## config.mk

```make
export PLATFORM = sky130hd
export DESIGN_NAME = alu_cmd_sequencer
export DESIGN_NICKNAME = d
export VERILOG_FILES = /design/src/rtl/alu_cmd_sequencer_pkg.sv /design/src/rtl/alu_cmd_fifo.sv /design/src/rtl/alu_cmd_sequencer.sv
export SDC_FILE = /design/constraint.sdc
export NUM_CORES = 1
export LEC_CHECK = 0
export CORE_MARGIN = 4
export CORE_UTILIZATION = 45
export DETAILED_ROUTE_END_ITERATION = 8
export GPL_TIMING_DRIVEN = 0
export PLACE_DENSITY = 0.67
export SLEW_MARGIN = 0
export SYNTH_ARGS = -nofsm -noshare
export SYNTH_HDL_FRONTEND = slang
export SYNTH_SLANG_ARGS = --single-unit
```

## constraint.sdc

```tcl
create_clock -name clk -period 6.81 [get_ports clk]
set_clock_uncertainty 0.1 [all_clocks]
set_input_delay 1.7025 -clock clk [delete_from_list [all_inputs] [get_ports clk]]
set_output_delay 1.7025 -clock clk [all_outputs]
set_load 0.005 [all_outputs]
```

## src/rtl/alu_cmd_sequencer_pkg.sv

```systemverilog
`default_nettype none
// ============================================================================
//  Module      : alu_cmd_sequencer_pkg
//  Description : Shared in_sel encodings, FSM state codes and command field
//                layout helpers for the ALU command sequencer.
//  Revision    : 1.0  initial release
// ============================================================================
package alu_cmd_sequencer_pkg;

    localparam logic [2:0] IN_SEL_IDLE    = 3'b000;
    localparam logic [2:0] IN_SEL_RESET   = 3'b001;
    localparam logic [2:0] IN_SEL_LOAD    = 3'b010;
    localparam logic [2:0] IN_SEL_PERSIST = 3'b100;

    localparam int STATE_W = 3;
    localparam logic [STATE_W-1:0] ST_IDLE    = 3'd0;
    localparam logic [STATE_W-1:0] ST_ISSUE   = 3'd1;
    localparam logic [STATE_W-1:0] ST_WAIT    = 3'd2;
    localparam logic [STATE_W-1:0] ST_CAPTURE = 3'd3;
    localparam logic [STATE_W-1:0] ST_HOLD    = 3'd4;

    // Command layout, LSB first: num1, num2, out_sel, expect.
    function automatic int cmd_width(input int dw, input int opw);
        return 3 * dw + opw;
    endfunction

    function automatic int num2_lsb(input int dw);
        return dw;
    endfunction

    function automatic int op_lsb(input int dw);
        return 2 * dw;
    endfunction

    function automatic int exp_lsb(input int dw, input int opw);
        return 2 * dw + opw;
    endfunction

endpackage
`default_nettype wire

```

## src/rtl/alu_cmd_fifo.sv

```systemverilog
`default_nettype none
// ============================================================================
//  Module      : alu_cmd_fifo
//  Description : Command buffer with occupancy count, sticky overflow flag and
//                a peek at the entry behind the head for back-to-back issue.
//  Revision    : 1.0  initial release
// ============================================================================
module alu_cmd_fifo #(
    parameter int DEPTH = 8,
    parameter int W     = 31
) (
    input  logic                     clk,
    input  logic                     rst,
    input  logic                     wr_en,
    input  logic [W-1:0]             wr_data,
    input  logic                     rd_en,
    output logic [W-1:0]             head,
    output logic [W-1:0]             head_next,
    output logic                     full,
    output logic                     empty,
    output logic [$clog2(DEPTH):0]   count,
    output logic                     ovf
);

    localparam int AW    = $clog2(DEPTH);
    localparam int CNT_W = AW + 1;

    logic [W-1:0]     r_mem [DEPTH];
    logic [AW-1:0]    r_wr_ptr;
    logic [AW-1:0]    r_rd_ptr;
    logic [CNT_W-1:0] r_count;
    logic             r_ovf;

    logic             w_push;
    logic             w_pop;
    logic [AW-1:0]    w_rd_ptr_inc;

    assign full         = (r_count == CNT_W'(DEPTH));
    assign empty        = (r_count == '0);
    assign count        = r_count;
    assign ovf          = r_ovf;
    assign w_push       = wr_en && !full;
    assign w_pop        = rd_en && !empty;
    assign w_rd_ptr_inc = r_rd_ptr + AW'(1);
    assign head         = r_mem[r_rd_ptr];
    assign head_next    = r_mem[w_rd_ptr_inc];

    always_ff @(posedge clk) begin
        if (rst) begin
            r_wr_ptr <= '0;
            r_rd_ptr <= '0;
            r_count  <= '0;
            r_ovf    <= 1'b0;
        end else begin
            if (w_push) begin
                r_wr_ptr <= r_wr_ptr + AW'(1);
            end
            if (w_pop) begin
                r_rd_ptr <= w_rd_ptr_inc;
            end
            case ({w_push, w_pop})
                2'b10:   r_count <= r_count + CNT_W'(1);
                2'b01:   r_count <= r_count - CNT_W'(1);
                default: r_count <= r_count;
            endcase
            if (wr_en && full) begin
                r_ovf <= 1'b1;
            end
        end
    end

    // Storage needs no reset: pointers and count define what is valid.
    always_ff @(posedge clk) begin
        if (w_push) begin
            r_mem[r_wr_ptr] <= wr_data;
        end
    end

endmodule
`default_nettype wire

```

## src/rtl/alu_cmd_sequencer.sv

```systemverilog
`default_nettype none
// ============================================================================
//  Module      : alu_cmd_sequencer
//  Description : Drains buffered ALU commands into the ALU operand/select
//                interface and returns each result over a valid/ready port.
//                Optional macro RESULT_CHECK_EN adds err/mismatch_cnt ports.
//  Revision    : 1.0  initial release
// ============================================================================
module alu_cmd_sequencer
    import alu_cmd_sequencer_pkg::*;
#(
    parameter int DEPTH   = 8,
    parameter int ALU_LAT = 2,
    parameter int DW      = 8,
    parameter int OPW     = 7
) (
    input  logic                     clk,
    input  logic                     rst,
    input  logic                     cmd_wr_en,
    input  logic [3*DW+OPW-1:0]      cmd_wr_data,
    output logic                     cmd_full,
    output logic [$clog2(DEPTH):0]   cmd_count,
    output logic                     cmd_ovf,
    input  logic                     start,
    output logic                     busy,
    output logic                     done,
    output logic                     on,
    output logic [2:0]               in_sel,
    output logic [DW-1:0]            num1,
    output logic [DW-1:0]            num2,
    output logic [OPW-1:0]           out_sel,
    input  logic [DW-1:0]            alu_out,
    output logic                     res_valid,
    input  logic                     res_ready,
    output logic [DW-1:0]            res_data,
    output logic [OPW-1:0]           res_op
`ifdef RESULT_CHECK_EN
    ,output logic                    err
    ,output logic [7:0]              mismatch_cnt
`endif
);

    localparam int CW      = cmd_width(DW, OPW);
    localparam int N2_LSB  = num2_lsb(DW);
    localparam int OP_LSB  = op_lsb(DW);
    localparam int EX_LSB  = exp_lsb(DW, OPW);
    localparam int CNT_W   = $clog2(DEPTH) + 1;
    localparam int WCNT_W  = $clog2(ALU_LAT + 1);
    localparam logic [WCNT_W-1:0] WAIT_LAST = WCNT_W'(ALU_LAT - 1);

    logic [STATE_W-1:0] r_state;
    logic [STATE_W-1:0] w_state_nxt;
    logic [WCNT_W-1:0]  r_wait_cnt;

    logic [CW-1:0]      w_head;
    logic [CW-1:0]      w_head_next;
    logic [CW-1:0]      w_cmd_load;
    logic               w_empty;
    logic               w_pop;
    logic               w_push_ok;
    logic               w_more;
    logic               w_load;

    logic               r_on,        w_on_nxt;
    logic [2:0]         r_in_sel,    w_in_sel_nxt;
    logic [DW-1:0]      r_num1,      w_num1_nxt;
    logic [DW-1:0]      r_num2,      w_num2_nxt;
    logic [OPW-1:0]     r_out_sel,   w_out_sel_nxt;
    logic               r_res_valid, w_res_valid_nxt;
    logic [DW-1:0]      r_res_data;
    logic [OPW-1:0]     r_res_op;
    logic               r_done,      w_done_nxt;
    logic               r_busy,      w_busy_nxt;

    alu_cmd_fifo #(
        .DEPTH (DEPTH),
        .W     (CW)
    ) u_fifo (
        .clk       (clk),
        .rst       (rst),
        .wr_en     (cmd_wr_en),
        .wr_data   (cmd_wr_data),
        .rd_en     (w_pop),
        .head      (w_head),
        .head_next (w_head_next),
        .full      (cmd_full),
        .empty     (w_empty),
        .count     (cmd_count),
        .ovf       (cmd_ovf)
    );

    assign w_pop     = (r_state == ST_HOLD) && res_ready;
    assign w_push_ok = cmd_wr_en && !cmd_full;
    // Work remains after this pop if another entry is queued or arriving now.
    assign w_more    = (cmd_count > CNT_W'(1)) || w_push_ok;

    // On a back-to-back issue the head is being popped, so take the entry
    // behind it, or the word being pushed when the buffer held only one.
    always_comb begin
        w_cmd_load = w_head;
        if (r_state == ST_HOLD) begin
            w_cmd_load = (cmd_count > CNT_W'(1)) ? w_head_next : cmd_wr_data;
        end
    end

    always_ff @(posedge clk) begin
        if (rst) begin
            r_state <= ST_IDLE;
        end else begin
            r_state <= w_state_nxt;
        end
    end

    always_comb begin
        w_state_nxt = r_state;
        case (r_state)
            ST_IDLE: begin
                if (start && !w_empty) begin
                    w_state_nxt = ST_ISSUE;
                end
            end
            ST_ISSUE: w_state_nxt = ST_WAIT;
            ST_WAIT: begin
                if (r_wait_cnt == WAIT_LAST) begin
                    w_state_nxt = ST_CAPTURE;
                end
            end
            ST_CAPTURE: w_state_nxt = ST_HOLD;
            ST_HOLD: begin
                if (res_ready) begin
                    w_state_nxt = w_more ? ST_ISSUE : ST_IDLE;
                end
            end
            default: w_state_nxt = ST_IDLE;
        endcase
    end

    // Outputs are decoded from the next state and registered.
    always_comb begin
        w_on_nxt     = 1'b0;
        w_in_sel_nxt = IN_SEL_IDLE;
        case (w_state_nxt)
            ST_ISSUE: begin
                w_on_nxt     = 1'b1;
                w_in_sel_nxt = IN_SEL_LOAD;
            end
            ST_WAIT: begin
                w_on_nxt     = 1'b1;
                w_in_sel_nxt = IN_SEL_PERSIST;
            end
            default: begin
                w_on_nxt     = 1'b0;
                w_in_sel_nxt = IN_SEL_IDLE;
            end
        endcase

        w_load        = (w_state_nxt == ST_ISSUE);
        w_num1_nxt    = w_load ? w_cmd_load[DW-1:0]         : r_num1;
        w_num2_nxt    = w_load ? w_cmd_load[N2_LSB +: DW]   : r_num2;
        w_out_sel_nxt = w_load ? w_cmd_load[OP_LSB +: OPW]  : r_out_sel;

        w_res_valid_nxt = r_res_valid;
        if (r_state == ST_CAPTURE) begin
            w_res_valid_nxt = 1'b1;
        end else if (w_pop) begin
            w_res_valid_nxt = 1'b0;
        end

        w_done_nxt = ((r_state == ST_IDLE) && start && w_empty) || (w_pop && !w_more);
        w_busy_nxt = (w_state_nxt != ST_IDLE);
    end

    always_ff @(posedge clk) begin
        if (rst) begin
            r_wait_cnt  <= '0;
            r_on        <= 1'b0;
            r_in_sel    <= IN_SEL_IDLE;
            r_num1      <= '0;
            r_num2      <= '0;
            r_out_sel   <= '0;
            r_res_valid <= 1'b0;
            r_res_data  <= '0;
            r_res_op    <= '0;
            r_done      <= 1'b0;
            r_busy      <= 1'b0;
        end else begin
            if (r_state == ST_WAIT) begin
                r_wait_cnt <= r_wait_cnt + WCNT_W'(1);
            end else begin
                r_wait_cnt <= '0;
            end
            r_on        <= w_on_nxt;
            r_in_sel    <= w_in_sel_nxt;
            r_num1      <= w_num1_nxt;
            r_num2      <= w_num2_nxt;
            r_out_sel   <= w_out_sel_nxt;
            r_res_valid <= w_res_valid_nxt;
            r_done      <= w_done_nxt;
            r_busy      <= w_busy_nxt;
            if (r_state == ST_CAPTURE) begin
                r_res_data <= alu_out;
                r_res_op   <= r_out_sel;
            end
        end
    end

    assign on        = r_on;
    assign in_sel    = r_in_sel;
    assign num1      = r_num1;
    assign num2      = r_num2;
    assign out_sel   = r_out_sel;
    assign res_valid = r_res_valid;
    assign res_data  = r_res_data;
    assign res_op    = r_res_op;
    assign done      = r_done;
    assign busy      = r_busy;

`ifdef RESULT_CHECK_EN
    logic [DW-1:0] r_expect;
    logic          r_err;
    logic [7:0]    r_mismatch_cnt;
    logic          w_miss;

    assign w_miss = (r_state == ST_CAPTURE) && (alu_out != r_expect);

    always_ff @(posedge clk) begin
        if (rst) begin
            r_expect       <= '0;
            r_err          <= 1'b0;
            r_mismatch_cnt <= '0;
        end else begin
            if (w_load) begin
                r_expect <= w_cmd_load[EX_LSB +: DW];
            end
            r_err <= w_miss;
            if (w_miss && (r_mismatch_cnt != 8'hFF)) begin
                r_mismatch_cnt <= r_mismatch_cnt + 8'd1;
            end
        end
    end

    assign err          = r_err;
    assign mismatch_cnt = r_mismatch_cnt;
`else
    logic w_unused_expect;
    assign w_unused_expect = ^w_cmd_load[EX_LSB +: DW];
`endif

endmodule
`default_nettype wire

```

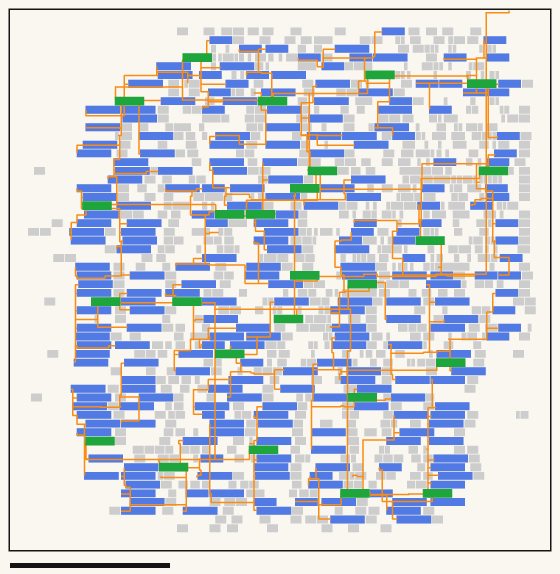
**Above:** run 1 (clock wires, drivers and flops).
Bar = 50 um.
[flip-flops] blue | count: 247
[clock drivers] green | count: 25
[clock wires] orange | length: 2870 um
flops lie	spread over the die
routed clock nets	26

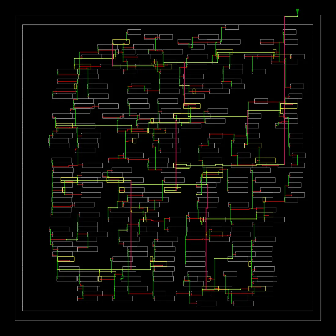
**Above:** run 1 (clock wiring as the flow saved it).
clk latency late pin: 520 ps
CLK BUF: 29

==> impl_metrics.yaml, run 1 <==
# generated from flow reports
status:
  status: "finished, final reports clean"
final_layout:
  regArea_mm2: 0.00679
  comb_share: 0.320
  drive_above_1_share: 0.108
  logic_gate_count: 534
  synthToLayoutAreaGrowth_pct: 18.5
  nNonClkBuffers: 167
  instances_no_fill: 1328
  most-common-layout-cells: "edfxtp_1, mux2i_1, clkdlybuf4s50_1"
  nets: 1031
  fill_cells: 2089
  seq_share: 0.494
  n_antenna_cell: 0
  buffer_area_frac: 0.0989
  comb_area_mm2: 0.00440
  ff_count: 247
  lay_top_count: "edfxtp_1"
  clkCellAreaFrac: 0.0557
  inverters: 5
power_and_ir_drop:
  combPwrFrac: 0.086
  comb_power_uw: 283
  pg_clk_mw: 1.31
  switchingPower_uw: 755
  switching_share: 0.231
  pg_seq_mw: 1.68
  p_leak_nw: 4.21
  total_power_mw: 3.28
  maxPowerGroup: "registers"
  internal-power_mw: 2.52
  power_density_mw_per_mm2: 238
  irDropWorstVdd_mv: 0.145
  clockPowerShare: 0.400
grt:
  grt.overflow.total: 0
  grt_antenna_before_repair: 0
  grt_usage: 0.230
  grt_pass1_vias: 7981
hold_path:
  hold_depth: 1
  hp-class: "reg2reg"
  min_to: "r_wait_cnt[0]"
  hp-start: "r_wait_cnt[0]"
critical_path:
  r2r-start: "u_fifo.count[0]"
  crit_chain: "clkdlybuf4s50_1 > inv_1 > or3_1 > nor3_2 > buf_8 > buf_4"
  worst_path_max_delay_cell: "nor3_2"
  startpoint: "cmd_wr_en"
  cp-endpoint: "u_fifo.r_mem[0][18]"
  critPathTopFamily: "simple AND/OR/NAND/NOR gates"
  reg2regPathDepth: 7
  cp-start-kind: "input port"
  cp.depth: 6
  critPathBufInv: 4
  cp.required_ps: 6930
  worstPathArrival_ps: 4070
  end_kind: "flip-flop"
  rr_endpoint: "u_fifo.r_mem[0][18]"
  max_stage_delay_ps: 790
  critPathMaxFanout: 9
  critical_path_class: "in2reg"
routing:
  via_count: 8264
  wire_per_inst_um: 25.3
  wl_met1_um: 14700
  dr.pass1.iters: 5
  maxUsedRoutingLayer: "met4"
  drc_errors: 0
  met2RoutedLength_um: 15500
  viasPerCell: 6.22
  drtIter0Drc: 1014
  ant_nets: 0
  routed_wl_um: 33600
  wl_met3_um: 2870
place:
  dp.cells: 1283
  place_congestion: 0.822
  port_buffers: 84
  dp_hpwl_um: 21800
final_timing:
  slew_violations: 0
  relSlewSlack: 0.325
  period_used_share: 0.581
  rsz0062_at_grt: "false"
  min_period_ps: 3960
  hold_viol: 0
  final-setup-viol-count: 0
  clock.fmax_mhz: 253
  worstMarginPinSlew_ps: 1010
yosys:
  top_cell_area_share: 0.477
  fp_nets: 915
  ys_dominant_reg_cell: "edfxtp_1"
  ys_warn_count: 0
  ys.flops: 247
  enable_flop_cells: 184
  synth_seq_share: 0.585
  ys_cells: 864
  topCellsByArea: "edfxtp_1, mux2i_1, dfxtp_1"
  syn_inst: 864
  postSynthAreaPerCell_um2: 13.4
  yosys-stat-area_mm2: 0.0116
  largest_area_cell: "edfxtp_1"
  synthArstFlopShare: 0
floorplan:
  io_pins: 95
  coreArea_mm2: 0.0253
  die_h_um: 169
  die_x_um: 169
  chip_area_mm2: 0.0284
  tap_cells: 330
run:
  drv_cap: 0
  warnings: 36
clocking:
  clk_path_buf_depth: 3
  cts_hold_buf: 0
  clock_sinks: 247
  clkTransAtPathRegs_ps: 60
  cts_setup_buffers: 0
  ctsHtreeMaxLevel: 1
  cts_resized: 0
  cts.root.buffer_cell: "clkbuf_16"
  cts_tree: "built"
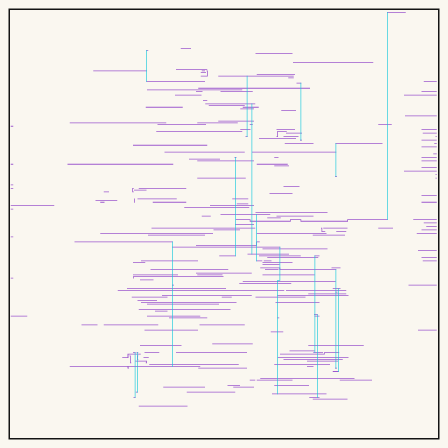
**Above:** run 1 (metal layers overlaid).
Two of the layers only.
layer	colour	wire length
metal 4	cyan	552 um
metal 3	purple	2870 um

run 1: cells in the mapped netlist, drive strengths merged (2+ instances only):
cell type / number
nor2: 24
and2: 3
edfxtp: 184
dfxtp: 63
a21oi: 46
nor4: 2
or3: 2
buf: 39
inv: 5
a22o: 23
a311oi: 23
a22oi: 23
or2: 2
mux2i: 163
clkbuf: 39
nand2: 39
and3b: 2
a2111oi: 23
xor2: 4
ha: 7
or4b: 2
xnor2: 4
nand3b: 24
o21ai: 2
nor2b: 27
nand2b: 4
nor3: 5
o41ai: 23
a221oi: 46
run 1: state kept, by name, indices dropped and copies added, names as in the netlist, named ones only:
name             cells
u_fifo.count         4
u_fifo.ovf           1
r_wait_cnt           2
out_sel              7
on                   1
u_fifo.r_rd_ptr      3
done                 1
u_fifo.r_wr_ptr      3
u_fifo.r_mem       184
res_valid            1
r_state              3
busy                 1
res_data             8
num1                 8
num2                 8
res_op               7
in_sel               2
run 1: kinds of logic after synthesis:
group / count (synthesis) / synth area share
AND-OR/OR-AND: 214 / 0.152
XOR/XNOR: 8 / 0.00604
adder cells (fa/ha/maj): 7 / 0.00755
buffers and inverters: 83 / 0.0400
flip-flops: 247 / 0.585
multiplexers: 163 / 0.141
other: 1 / 0.000323
AND/OR/NAND/NOR: 141 / 0.0680
run 1: stage by stage:
stage               cell area (um2)  setup slack, ps   util
CTS                           13700             2850  0.544
finish                        13700             2850  0.544
global placement              12800              175  0.509
global route                  13700             2740  0.544
detailed placement            13000             2320  0.514
floorplan                     11600             2490      -
run 1: metal layers:
| metal | GRT usage | vias up |
|---|---|---|
| li1 | - | 3689 |
| met1 | 0.339 | 4131 |
| met2 | 0.371 | 403 |
| met3 | 0.0299 | 41 |
| met4 | 0.0406 | 0 |
| met5 | 0 | - |
==> run 2, diff against run 1 <==
- clock period: 6.81 -> 3.7 ns (I/O delays scaled with it)
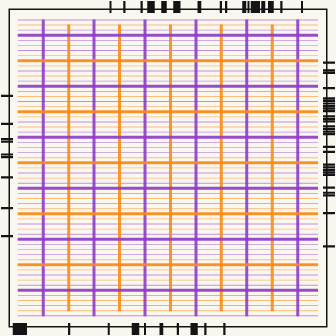
**Above:** run 2 (PDN straps and rails).
Pins as bars on the die edge.
net	colour
VSS	purple
VDD	orange
met1 rails	59
rows	58
met5 straps	11
met4 straps	11
signal pins	95

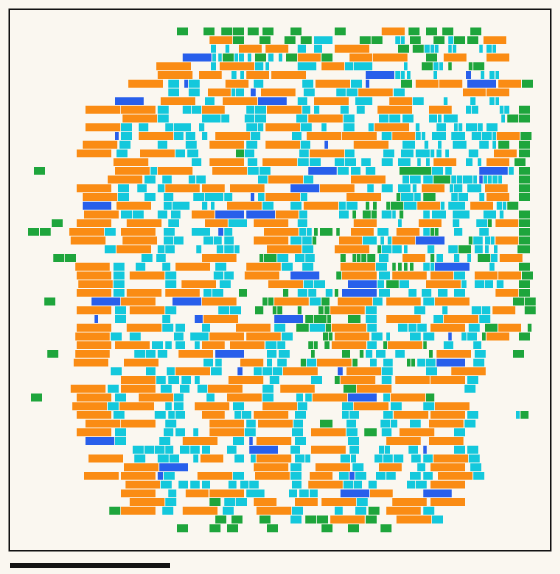
**Above:** run 2 (placement by cell class).
Bar = 50 um.
class	colour	cells	share of their area
other buffers and delay cells	green	167	10%
clock drivers and dummy loads	blue	45	5.7%
flops	orange	247	51%
combinational and other logic	cyan	539	33%

==> impl_metrics.yaml, run 2 <==
# generated from flow reports
status:
  status: "finished, final reports clean"
yosys:
  topCellsByArea: "edfxtp_1, mux2i_1, dfxtp_1"
  syn_inst: 864
  yosys.cell_count.top_type: "edfxtp_1"
  top_cell_area_share: 0.477
  postSynthAreaPerCell_um2: 13.4
  ys_warn_count: 0
  ys_cells: 864
  ys_dominant_reg_cell: "edfxtp_1"
  fp_nets: 915
  synth_seq_share: 0.585
  largest_area_cell: "edfxtp_1"
  ys_top_cells_by_count: "edfxtp_1, mux2i_1, dfxtp_1"
  enable_flop_cells: 184
clocking:
  cts_resized: 0
  ctsHtreeMaxLevel: 1
  cts.root.buffer_cell: "clkbuf_16"
  clock_latency_ps: 520
  cts_hold_buf: 0
  cts_setup_buffers: 0
  clkTransAtPathRegs_ps: 60
  clock_sinks: 247
  cts_tree: "built"
final_timing:
  final.setup.worst_slack_ps: 522
  relSlewSlack: 0.325
  clock.fmax_mhz: 315
  slew_violations: 0
  rsz0062_at_grt: "false"
  worstMarginPinSlew_ps: 1010
  hold_viol: 0
final_layout:
  fill_cells: 2089
  instances_no_fill: 1328
  n_antenna_cell: 0
  nets: 1031
  comb_area_mm2: 0.00440
  largest-register: "u_fifo.r_mem"
  lay_top_count: "edfxtp_1"
  regArea_mm2: 0.00679
  final_cell_area_mm2: 0.0137
run:
  drv_cap: 0
  warnings: 36
critical_path:
  cp.required_ps: 3820
  worstPathArrival_ps: 3290
  cp-start-kind: "input port"
  end_kind: "flip-flop"
grt:
  grt_pass1_vias: 7981
  grt_antenna_before_repair: 0
  grt.overflow.total: 0
  grt_usage: 0.230
power_and_ir_drop:
  power_density_mw_per_mm2: 439
  total_power_mw: 6.03
  p_leak_nw: 4.21
floorplan:
  coreArea_mm2: 0.0253
  die_x_um: 169
  chip_area_mm2: 0.0284
  io_pins: 95
place:
  port_buffers: 84
  place_congestion: 0.822
  dp_hpwl_um: 21800
  place_ws_ps: -11.7
routing:
  wl_met1_um: 14700
  drc_errors: 0
  routed_wl_um: 33600
  wl_met3_um: 2870
  drtIter0Drc: 1014
  wire_per_inst_um: 25.3
  via_count: 8264
  met2RoutedLength_um: 15500
  ant_nets: 0
run 2: area by class of cell:
class / instances / area share
Buffer: 78 / 0.0324
Clock buffer: 29 / 0.0466
Clock inverter: 16 / 0.00911
Inverter: 5 / 0.00137
Multi-Input combinational cell: 534 / 0.320
Sequential cell: 247 / 0.494
Tap cell: 330 / 0.0300
Timing Repair Buffer: 89 / 0.0665
run 2: final timing paths:
kind	start	endpoint	cells after the start	slack (ps)
max reg2reg	u_fifo.count[0]	u_fifo.r_mem[0][18]	7	550
min reg2reg	r_wait_cnt[0]	r_wait_cnt[0]	1	330
min	r_wait_cnt[0]	r_wait_cnt[0]	1	330
max	cmd_wr_en	u_fifo.r_mem[0][18]	6	520
run 2: worst max-delay path: stages:
cell,delay [ps]
clkdlybuf4s50_1,490
inv_1,90
or3_1,520
nor3_2,790
buf_8,250
buf_4,220
run 2: where the power goes:
| part | switching (mW) | internal [mW] | leakage [nW] | total (mW) |
|---|---|---|---|---|
| clock network | 1.04 | 1.37 | 0.374 | 2.41 |
| registers | 0.0446 | 3.05 | 2.18 | 3.10 |
| logic | 0.304 | 0.217 | 1.65 | 0.521 |
run 2: routing by layer:
| metal | up-vias | global-route usage |
|---|---|---|
| li1 | 3689 | - |
| met3 | 41 | 0.0299 |
| met2 | 403 | 0.371 |
| met5 | - | 0 |
| met1 | 4131 | 0.339 |
| met4 | 0 | 0.0406 |
run 2: cells by family after synthesis:
logic type | count (synthesis) | synth area share
AND-OR/OR-AND | 214 | 0.152
XOR/XNOR | 8 | 0.00604
adder cells (fa/ha/maj) | 7 | 0.00755
buffers and inverters | 83 | 0.0400
flip-flops | 247 | 0.585
multiplexers | 163 | 0.141
other | 1 | 0.000323
AND/OR/NAND/NOR | 141 | 0.0680
==> run 3, diff against run 2 <==
- CTS_CLUSTER_DIAMETER: unset -> 60
- CTS_CLUSTER_SIZE: unset -> 28
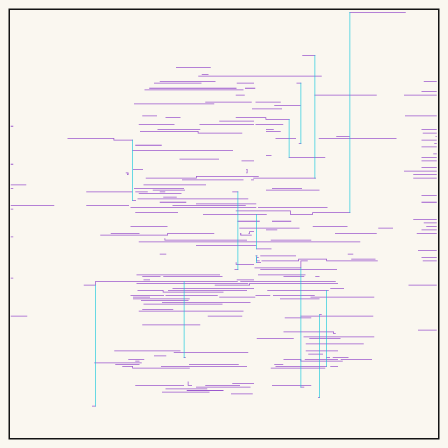
**Above:** run 3 (metal layers overlaid).
Two of the layers only.
layer	colour	wire length
metal 3	purple	3140 um
metal 4	cyan	424 um

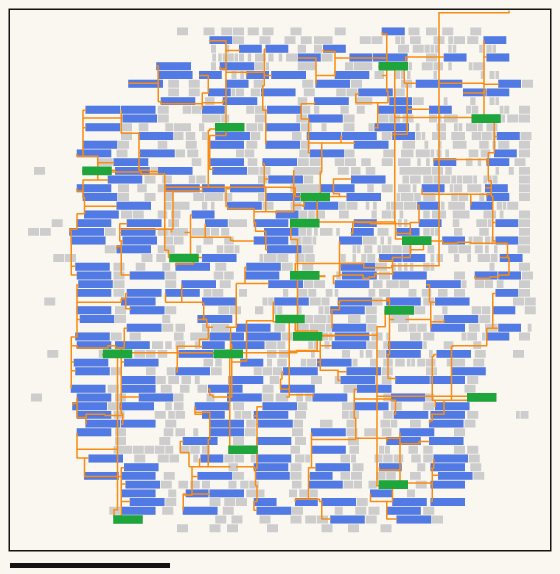
**Above:** run 3 (clock wires, drivers and flops).
Bar = 50 um.
[clock drivers] green | count: 18
[clock wires] orange | length: 2740 um
[flip-flops] blue | count: 247
routed clock nets	19
flops lie	spread over the die

==> impl_metrics.yaml, run 3 <==
# generated from flow reports
clocking:
  cts_resized: 0
  clkTransAtPathRegs_ps: 90
  cts.root.buffer_cell: "clkbuf_16"
  cts_tree: "built"
  cts_setup_buffers: 0
  cts_hold_buf: 0
  clock_sinks: 247
  clock_latency_ps: 520
  ctsHtreeMaxLevel: 1
  clk_path_buf_depth: 3
yosys:
  ys_cells: 864
  ys_warn_count: 0
  mux_area_frac: 0.141
  xor_share: 0.00604
  synth.logic.top_family: "AND-OR/OR-AND gates"
  simple_gate_share: 0.0680
  synthAdderAreaFrac: 0.00755
  topCellsByArea: "edfxtp_1, mux2i_1, dfxtp_1"
  top_cell_area_share: 0.477
  aoi_share: 0.152
  syn_inst: 864
  postSynthAreaPerCell_um2: 13.4
  synth_seq_share: 0.585
  synthArstFlopShare: 0
  ys.flops: 247
  yosys.cell_count.top_type: "edfxtp_1"
  yosys-stat-area_mm2: 0.0116
grt:
  grt.overflow.total: 0
  grt_pass1_vias: 7870
  grt_usage: 0.228
  grt_antenna_before_repair: 0
power_and_ir_drop:
  internal-power_mw: 4.33
  switching_share: 0.248
  p_leak_nw: 4.15
  power_density_mw_per_mm2: 423
  irDropWorstVdd_mv: 0.267
  pg_clk_mw: 2.15
  total_power_mw: 5.76
  comb_power_uw: 519
  pg_seq_mw: 3.09
  combPwrFrac: 0.090
  maxPowerGroup: "registers"
  p_seq_frac: 0.536
final_layout:
  largest_reg_flops: 184
  final_cell_area_mm2: 0.0136
  nets: 1024
  synthToLayoutAreaGrowth_pct: 17.5
  most-common-layout-cells: "edfxtp_1, mux2i_1, clkdlybuf4s50_1"
  instances_no_fill: 1315
  largest-register: "u_fifo.r_mem"
  utilization: 0.539
  lay_top_count: "edfxtp_1"
  n_antenna_cell: 0
final_timing:
  min_period_ps: 3190
  relSlewSlack: 0.341
  final.setup.worst_slack_ps: 515
  worstMarginPinSlew_ps: 987
  period_used_share: 0.861
  slew_violations: 0
  rsz0062_at_grt: "false"
  hold_viol: 0
routing:
  dr.pass1.iters: 5
  routed_wl_um: 33400
  wire_per_inst_um: 25.4
  drc_errors: 0
  ant_nets: 0
  via_count: 8145
  drtIter0Drc: 910
  viasPerCell: 6.19
floorplan:
  die_h_um: 169
  io_pins: 95
  die_x_um: 169
  chip_area_mm2: 0.0284
  coreArea_mm2: 0.0253
critical_path:
  reg2regPathDepth: 7
  rr_endpoint: "u_fifo.r_mem[0][6]"
  r2r-start: "u_fifo.count[0]"
  end_kind: "flip-flop"
  worstPathArrival_ps: 3290
  regToRegSetupSlack_ps: 560
  cp-start-kind: "input port"
  cp.required_ps: 3800
  critPathMaxFanout: 9
  critical_path_class: "in2reg"
place:
  port_buffers: 84
  place_congestion: 0.822
  place_area_mm2: 0.0130
  dp.cells: 1283
  place_ws_ps: -11.7
  dp_hpwl_um: 21800
run:
  warnings: 36
  drv_cap: 0
status:
  status: "finished, final reports clean"
hold_path:
  min_to: "r_wait_cnt[0]"
  hp-start: "r_wait_cnt[0]"
  hp-class: "reg2reg"
## run 3: kinds of logic (layout without fill, tap and decap cells)
| logic type | count (synthesis) | in the layout |
|---|---|---|
| flops | 247 | 247 |
| compound gates | 214 | 214 |
| mux | 163 | 163 |
| simple gates | 141 | 141 |
| buf+inv | 83 | 204 |
| xor+xnor | 8 | 8 |
| fa+ha+maj | 7 | 7 |
| other cells | 1 | 1 |
## run 3: critical path, cell delays in order
cell and delay, ps:
clkdlybuf4s50_1 490, inv_1 100, or3_1 530, nor3_2 780, buf_8 240, buf_4 220
## run 3: how the worst max path moves through the flow
stage | from | end | slack [ps] | depth (start not counted)
2_1_floorplan | cmd_wr_en | u_fifo.r_mem[0][0] | 160 | 3
5_1_grt | u_fifo.count[0] | u_fifo.r_mem[0][6] | 370 | 7
6_report | cmd_wr_en | u_fifo.r_mem[0][6] | 510 | 6
4_1_cts | cmd_wr_en | u_fifo.r_mem[0][6] | 500 | 6
3_3_place_gp | cmd_wr_en | u_fifo.r_mem[1][6] | -2160 | 5
3_5_place_dp | cmd_wr_en | u_fifo.r_mem[0][6] | -10 | 6
## run 3: area by class of cell
class / count / area [um2]
Fill cell: 2093 / 11600
Sequential cell: 247 / 6790
Multi-Input combinational cell: 534 / 4400
Timing Repair Buffer: 89 / 913
Clock buffer: 22 / 518
Buffer: 78 / 445
Tap cell: 330 / 413
Clock inverter: 10 / 128
Inverter: 5 / 18.8
## run 3: metal layers
| layer | global-route usage | vias to the layer above | wire (um) |
|---|---|---|---|
| li1 | - | 3674 | - |
| met1 | 0.336 | 4038 | 14300 |
| met2 | 0.369 | 402 | 15600 |
| met3 | 0.0294 | 31 | 3140 |
| met4 | 0.0381 | 0 | 423 |
| met5 | 0 | - | 0 |
Power figures rest on the tool's default switching activity, not on a simulated workload.
